===== src/rtl/poly_phase_nco.sv =====
// Polyphase phase generator: LANES phase words per clock with a runtime
// increment/offset that is rebuilt in a shadow set and swapped in without touching acc.

module nco_lane #(
  parameter int PHASE_W = 32
) (
  input  logic               clk_i,
  input  logic               rst_i,
  input  logic               en_i,
  input  logic [PHASE_W-1:0] acc_i,
  input  logic [PHASE_W-1:0] mult_i,
  input  logic [PHASE_W-1:0] off_i,
  output logic [PHASE_W-1:0] phase_o
);
  logic [PHASE_W-1:0] phase_q, phase_d;

  always_comb begin
    phase_d = phase_q;
    if (en_i) phase_d = acc_i + mult_i + off_i;
  end

  always_ff @(posedge clk_i or negedge rst_i) begin
    if (!rst_i) phase_q <= '0;
    else        phase_q <= phase_d;
  end

  assign phase_o = phase_q;
endmodule

module poly_phase_nco #(
  parameter int                 LANES     = 4,
  parameter int                 PHASE_W   = 32,
  parameter logic [PHASE_W-1:0] INC_RESET = 32'h3333_3333
) (
  input  logic                     clk_i,
  input  logic                     rst_i,
  input  logic                     valid_i,
  input  logic                     sync_clr_i,
  input  logic                     cfg_valid_i,
  output logic                     cfg_ready_o,
  input  logic [PHASE_W-1:0]       cfg_inc_i,
  input  logic [PHASE_W-1:0]       cfg_offset_i,
  output logic [LANES*PHASE_W-1:0] phase_o,
  output logic                     valid_o,
  output logic                     busy_o
);
  localparam int CW = $clog2(LANES + 1);

  typedef enum logic [1:0] {S_IDLE, S_CALC, S_APPLY} state_e;

  function automatic logic [LANES:0][PHASE_W-1:0] rst_set();
    logic [LANES:0][PHASE_W-1:0] r;
    r[0] = '0;
    for (int k = 1; k <= LANES; k++) r[k] = r[k-1] + INC_RESET;
    return r;
  endfunction

  localparam logic [LANES:0][PHASE_W-1:0] RST_SET = rst_set();

  state_e                      state_q, state_d;
  logic                        ready_q, ready_d;
  logic                        valid_q;
  logic [CW-1:0]               cnt_q, cnt_d;
  logic [PHASE_W-1:0]          acc_q, acc_d;
  logic [LANES:0][PHASE_W-1:0] mult_q, mult_d, smult_q, smult_d;
  logic [PHASE_W-1:0]          off_q, off_d, soff_q, soff_d, sinc_q, sinc_d;
  logic [LANES-1:0][PHASE_W-1:0] lane_ph;

  always_comb begin
    acc_d = acc_q;
    if (sync_clr_i)   acc_d = '0;
    else if (valid_i) acc_d = acc_q + mult_q[LANES];

    state_d = state_q;
    ready_d = ready_q;
    cnt_d   = cnt_q;
    smult_d = smult_q;
    soff_d  = soff_q;
    sinc_d  = sinc_q;
    mult_d  = mult_q;
    off_d   = off_q;
    case (state_q)
      S_IDLE: if (cfg_valid_i) begin
        sinc_d     = cfg_inc_i;
        soff_d     = cfg_offset_i;
        smult_d[0] = '0;
        cnt_d      = CW'(1);
        state_d    = S_CALC;
        ready_d    = 1'b0;
      end
      S_CALC: begin
        // One adder reused across LANES cycles to build k*inc in the shadow set
        for (int j = 1; j <= LANES; j++)
          if (cnt_q == CW'(j)) smult_d[j] = smult_q[j-1] + sinc_q;
        if (cnt_q == CW'(LANES)) state_d = S_APPLY;
        else                     cnt_d   = cnt_q + CW'(1);
      end
      S_APPLY: begin
        mult_d  = smult_q;
        off_d   = soff_q;
        state_d = S_IDLE;
        ready_d = 1'b1;
      end
      default: begin
        state_d = S_IDLE;
        ready_d = 1'b1;
      end
    endcase
  end

  always_ff @(posedge clk_i or negedge rst_i) begin
    if (!rst_i) begin
      state_q <= S_IDLE;
      ready_q <= 1'b1;
      valid_q <= 1'b0;
      cnt_q   <= '0;
      acc_q   <= '0;
      mult_q  <= RST_SET;
      smult_q <= RST_SET;
      off_q   <= '0;
      soff_q  <= '0;
      sinc_q  <= INC_RESET;
    end else begin
      state_q <= state_d;
      ready_q <= ready_d;
      valid_q <= valid_i;
      cnt_q   <= cnt_d;
      acc_q   <= acc_d;
      mult_q  <= mult_d;
      smult_q <= smult_d;
      off_q   <= off_d;
      soff_q  <= soff_d;
      sinc_q  <= sinc_d;
    end
  end

  for (genvar k = 0; k < LANES; k++) begin : g_lane
    nco_lane #(.PHASE_W(PHASE_W)) u_lane (
      .clk_i   (clk_i),
      .rst_i   (rst_i),
      .en_i    (valid_i),
      .acc_i   (acc_q),
      .mult_i  (mult_q[k]),
      .off_i   (off_q),
      .phase_o (lane_ph[k])
    );
  end

  assign phase_o     = lane_ph;
  assign valid_o     = valid_q;
  assign cfg_ready_o = ready_q;
  assign busy_o      = ~ready_q;
endmodule


===== config.mk =====
export PLATFORM = sky130hd
export DESIGN_NAME = poly_phase_nco
export DESIGN_NICKNAME = d
export VERILOG_FILES = /design/src/rtl/poly_phase_nco.sv
export SDC_FILE = /design/constraint.sdc
export NUM_CORES = 1
export LEC_CHECK = 0
export CAP_MARGIN = 20
export CORE_AREA = 2 2 357 359
export CTS_CLUSTER_DIAMETER = 100
export DETAILED_ROUTE_END_ITERATION = 10
export DIE_AREA = 0 0 359 361
export GPL_ROUTABILITY_DRIVEN = 1
export PLACE_DENSITY = 0.43
export SKIP_LAST_GASP = 1
export SYNTH_ARGS = -nofsm -noshare
export SYNTH_HDL_FRONTEND = slang
export SYNTH_SLANG_ARGS = --single-unit

===== constraint.sdc =====
create_clock -name clk_i -period 10.8 [get_ports clk_i]
set_input_delay 1.62 -clock clk_i [delete_from_list [all_inputs] [get_ports clk_i]]
set_output_delay 1.62 -clock clk_i [all_outputs]
set_load 0.02 [all_outputs]

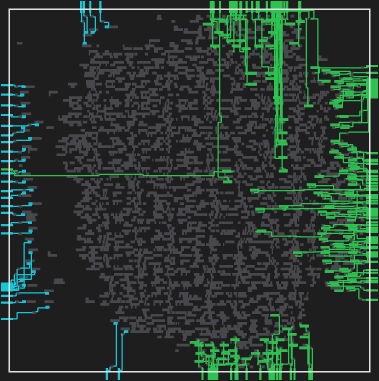
*Nets reached from selected ports, run 1*
Scale: 1 px per um.
color	port	bits	direction	edge	end cells	wire
green	phase_o	128	output	66 right, 32 top, 29 bottom, 1 left	128	6710 um
cyan	cfg_inc_i	32	input	26 left, 4 top, 2 bottom	32	763 um
PortBufs: 199
number of I/O pins: 200

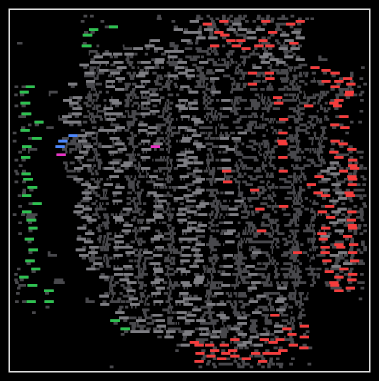
*Sequential cells colored by netlist name, run 1*
Scale: 1 px per um.
color	signal	sequential cells
blue	cnt_q	3
magenta	state_q	2
green	sinc_q	32
red	g_lane.u_lane.phase_o	128
Seq/total area: 0.329
Final Util: 0.320
register area: 13200 um^2

==> summary.txt, run 1 <==
yosys + openroad results -> outcome completed, CTS Root Cell clkbuf_16, ys cells 3144, CTS clk-pin slew, worst paths 60 ps, Hold Crit Start smult_q[152], post-synthesis sequential area ratio 0.390, Area-dominant class logic gates, most common cell in the netlist dfrtp_1, Top logic family AND-OR/OR-AND gates, Initial Util 0.269, vias in the first global route 25100, clk sinks 519, Synth Instances 3144, top cell type's share of synthesized area 0.277, Comb gates 2445, Fin Setup TNS 0 ps, worst skew pair latency 630 ps, Hold-fix buffers, CTS 0, Syn Nets 3564, layout cells sized above 1 0.205, max cap viols 0, Num CTS Buffers 72, core outline area 125000 um^2, Clock group 2570 uW, mux share 0.129, Non-clock inverters 62, simple share 0.0909, CTS resizes 0, minimum clock period 4210 ps, FF-to-FF Start acc_q[1], Hold EP smult_q[152], xor+xnor area frac 0.0566, Post-Syn Area per Cell 10.7 um^2, YS warnings 0, Final Max Slew Viols 0, aoi share 0.159, r2r endpoint g_lane[2].u_lane.phase_o[29], Layout area overhead 18.7%, critical path launch point acc_q[1], met3 WL 3900 um, tool warnings 33, Comb area 19900 um^2, Starting DRT DRC Count 1383, Post-synth top cells 374 x dfrtp_1, 366 x mux2_2, 250 x ha_1, 236 x nand2_1, 226 x a21oi_1, GR Layer Usage met3 0.0218, max layer used met4, Pwr top combinational cells, Post-Layout Cell Count 5035, Max H-tree Level 3, NonClk Buf Share 0.0542, Synth Register Bits 519, largest net degree at the start of global routing 138, Int Pwr 7850 uW, switch share 0.438, Hold Crit Class flop to flop, Placer Congestion 0.915, Die X 359 um, routed length on met1 53800 um, nonclk buf count 220, antenna violations before repair 1, EDFF count, synth 0, leading area contributor after synthesis dfrtp_1, total power 14000 uW, met2 GRT Util 0.241, HPWL Detailed 81600 um, Main area contributors dfrtp_1 28%, mux2_2 12%, dfstp_2 11%, ha_1 9.3%, fa_1 6.0%, P_leak 0.0185 uW, GRT met1 Usage 0.240, clock power share 0.184, Synth Area in Adders 0.153, Critical Path RT 11310 ps, skew final 23.9 ps, CTS tree done, # clk buffers 97, worst rel slew slack 0.300, total gr overflow 0, Ant. Diodes 6
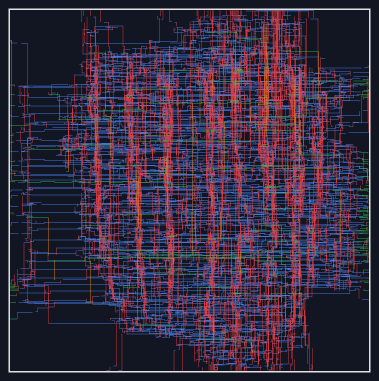
*Wiring by layer, run 1*
Scale: 1 px per um.
color	layer	wire length
orange	metal 4	2340 um
green	metal 3	3900 um
blue	metal 1	53.8 mm
red	metal 2	43.8 mm
Routed WL: 104000 um
GRT Total Usage: 0.160
WL per Instance: 20.6 um
via count: 24400

## run 1: critical path, cell delays in order, from the launching register on
cell,delay (ps)
dfrtp_1,610
fa_1,480
ha_1,230
fa_1,470
a21o_1,180
a21oi_1,270
o21ai_0,200
a21oi_1,490
o31ai_1,250
o21ai_0,340
o21ai_0,150
xor2_1,160
mux2_2,270
## run 1: metrics by stage
stage / hold slack, ps / setup slack, ps / util / area (um^2)
after floorplan: 435 / 7240 / - / 33800
after global placement: 455 / 6550 / 0.299 / 37500
after detailed placement: 459 / 6560 / 0.299 / 37500
after CTS: 473 / 6520 / 0.319 / 40000
after global routing: 492 / 6270 / 0.319 / 40100
final: 470 / 6590 / 0.320 / 40100
### Clock wiring as the flow saved it, run 1

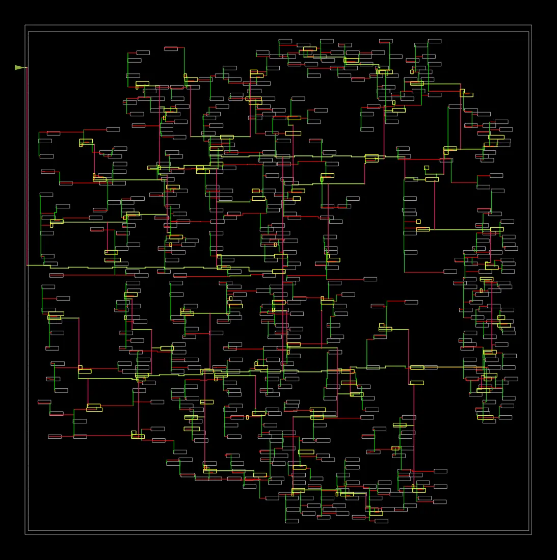

==> run 2, diff against run 1 <==
- clock period: 10.8 -> 4.25 ns (I/O delays scaled with it)
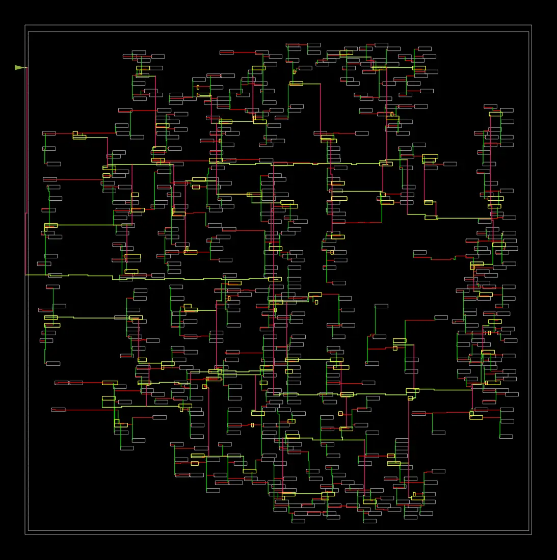
*Clock wiring as the flow saved it, run 2*
clk sinks: 519
Num CTS Buffers: 70

==> run 2 against run 1 <==
Against the previous run:
- sequential share of layout area decreased by 0.12 points
- die size unchanged
- flip-flop count unchanged
- clock-buffer cell count down 1
- largest cell class unchanged
==> summary.txt, run 2 <==
yosys + openroad results -> Starting DRT DRC Count 1379, hold_ws 23.6 ps, ys cells 3144, Worst Path Buf+Inv 0, clock power share 0.175, Fin Setup TNS 0 ps, core outline area 125000 um^2, met3 WL 3930 um, Area-dominant class logic gates, tool warnings 33, top cell type's share of synthesized area 0.277, Seq/total area 0.327, via count 24400, vias in the first global route 24800, final worst setup slack 222 ps, NonClk Buf Share 0.0615, most common cell in the netlist dfrtp_1, outcome completed, CTS resizes 0, Synth Register Bits 519, CP Cell Sequence fa_1, ha_1, fa_1, a211oi_2, o21ai_0, a21oi_2, o31ai_2, a21oi_2, nor4_1, o31a_1, or3b_1, a31oi_1, DP Area 37800 um^2, PortBufs 199, Hold-fix buffers, CTS 0, Layout area overhead 19.2%, minimum clock period 4030 ps, antenna violations before repair 4, Post-Place Worst Slack 94.3 ps, switch share 0.439, Max H-tree Level 3, number of I/O pins 200, P_leak 0.0186 uW, skew final 38.9 ps, CTS tree done, CTS clk-pin slew, worst paths 60 ps, Ant. Diodes 4, Final Util 0.321, Hold Crit Class input pin to async pin, GR Layer Usage met3 0.0244, HPWL Detailed 82800 um, CTS Root Cell clkbuf_16, worst rel slew slack 0.312, GRT Total Usage 0.160, Pwr top combinational cells, Routed WL 104000 um, total power 35300 uW, WL per Instance 20.6 um, largest net degree at the start of global routing 112, Synth Instances 3144
run 2: cell families (layout without fill, tap and decap cells):
group	Yosys count	after routing	share of synthesized area
compound gates	834	834	0.159
simple gates	654	654	0.0909
flops	519	519	0.390
mux	388	388	0.129
fa+ha+maj	351	351	0.153
xor+xnor	218	218	0.0566
buf+inv	180	436	0.0220
other cells	0	4	0
run 2: final timing paths:
check                                   from                            to  cells past startpoint
worst max-delay path                off_q[1]  g_lane[1].u_lane.phase_o[31]                     12
worst min-delay path                   rst_i                   smult_q[58]                      1
worst max register to register      off_q[1]  g_lane[1].u_lane.phase_o[31]                     12
worst min register to register  smult_q[152]                  smult_q[152]                      2
max in group asynchronous              rst_i                    mult_q[66]                      2
min in group clk_i                   valid_i                       valid_o                      2
### Sequential cells colored by netlist name, run 2

Scale: 1 px per um.
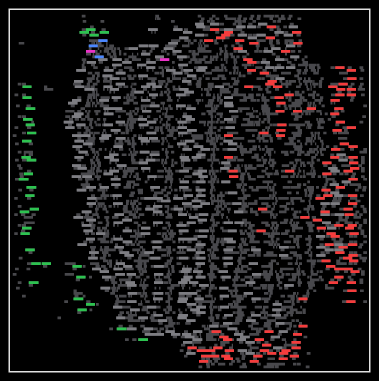

==> run 3, diff against run 2 <==
- CAP_MARGIN: 20 -> 10
- SLEW_MARGIN: unset -> 20
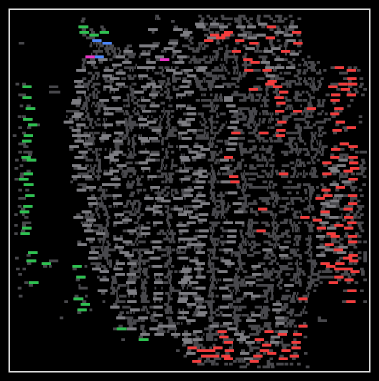
*Sequential cells colored by netlist name, run 3*
Scale: 1 px per um.
color	signal	sequential cells
red	g_lane.u_lane.phase_o	128
magenta	state_q	2
green	sinc_q	32
blue	cnt_q	3
register area: 13200 um^2
sequential-cell power consumption: 10200 uW

==> run 3 against run 2 <==
Against the previous run:
- setup slack gained 14 ps
- highest routed layer unchanged
- die size did not move
- critical path depth up 2
- maximum frequency rose by 0.35%
- via count grew 0.43%
- cell count is essentially flat
- worst hold slack worse by 13 ps
- sequential share of layout area hardly changed
- first-iteration DRC count is 0.51% higher
- clock-buffer cell count is 5 higher
==> summary.txt, run 3 <==
yosys + openroad results -> outcome completed, final worst setup slack 236 ps, Area-dominant class logic gates, tool warnings 33, Routed WL 104000 um, GR Layer Usage met3 0.0287, Post-synth top cells 374 x dfrtp_1, 366 x mux2_2, 250 x ha_1, 236 x nand2_1, 226 x a21oi_1, critical path launch point acc_q[0], CP Depth 14, Critical Path RT 4770 ps, slowest stage delay, CP 610 ps, max layer used met5, CTS clk-pin slew, worst paths 60 ps, Seq/total area 0.327, Pwr top combinational cells, most common cell in the netlist dfrtp_1, Initial Util 0.269, Starting DRT DRC Count 1386, Comb gates 2445, GRT Total Usage 0.160, total gr overflow 0, Max H-tree Level 3, nonclk buf count 251, worst skew pair latency 640 ps, Clock group 6280 uW, aoi share 0.159, simple share 0.0909, post-synthesis sequential area ratio 0.390, minimum clock period 4010 ps, Post-Layout Cell Count 5059, clock power share 0.177, hold_ws 10.3 ps, ys cells 3144, Non-clock inverters 62, YS warnings 0, EDFF count, synth 0, CTS Root Cell clkbuf_16, Num CTS Buffers 70, met2 GRT Util 0.240, Top logic family AND-OR/OR-AND gates, core outline area 125000 um^2, Final Util 0.321, via count 24500, WL per Instance 20.6 um, Fin Setup TNS 0 ps, most frequent cell on the critical path o21ai_0, met3 WL 4690 um, vias in the first global route 24800, Synth Instances 3144, Comb area 19900 um^2, mux share 0.129, Syn Nets 3564, GRT met1 Usage 0.237, P_leak 0.0186 uW, leading area contributor after synthesis dfrtp_1, Main area contributors dfrtp_1 28%, mux2_2 12%, dfstp_2 11%, ha_1 9.3%, fa_1 6.0%, CP top delay family AND-OR/OR-AND gates, top cell type's share of synthesized area 0.277, worst rel slew slack 0.388
[run 3: cell counts after synthesis]
No cell type changed its count.
[run 3: timing repair]
action	in CTS	in global routing
gates resized	0	6
hold buffers	0	0
endpoints found under the setup margin	0	7
buffers inserted	0	1
[run 3: logic make-up (layout without fill, tap and decap cells)]
| kind of cell | Yosys count | count (layout) |
|---|---|---|
| AND/OR/NAND/NOR | 654 | 654 |
| XOR/XNOR | 218 | 218 |
| flip-flops | 519 | 519 |
| buffers and inverters | 180 | 442 |
| AND-OR/OR-AND | 834 | 834 |
| other | 0 | 3 |
| multiplexers | 388 | 388 |
| adder cells (fa/ha/maj) | 351 | 351 |
Power is estimated from default activity; no workload was simulated.
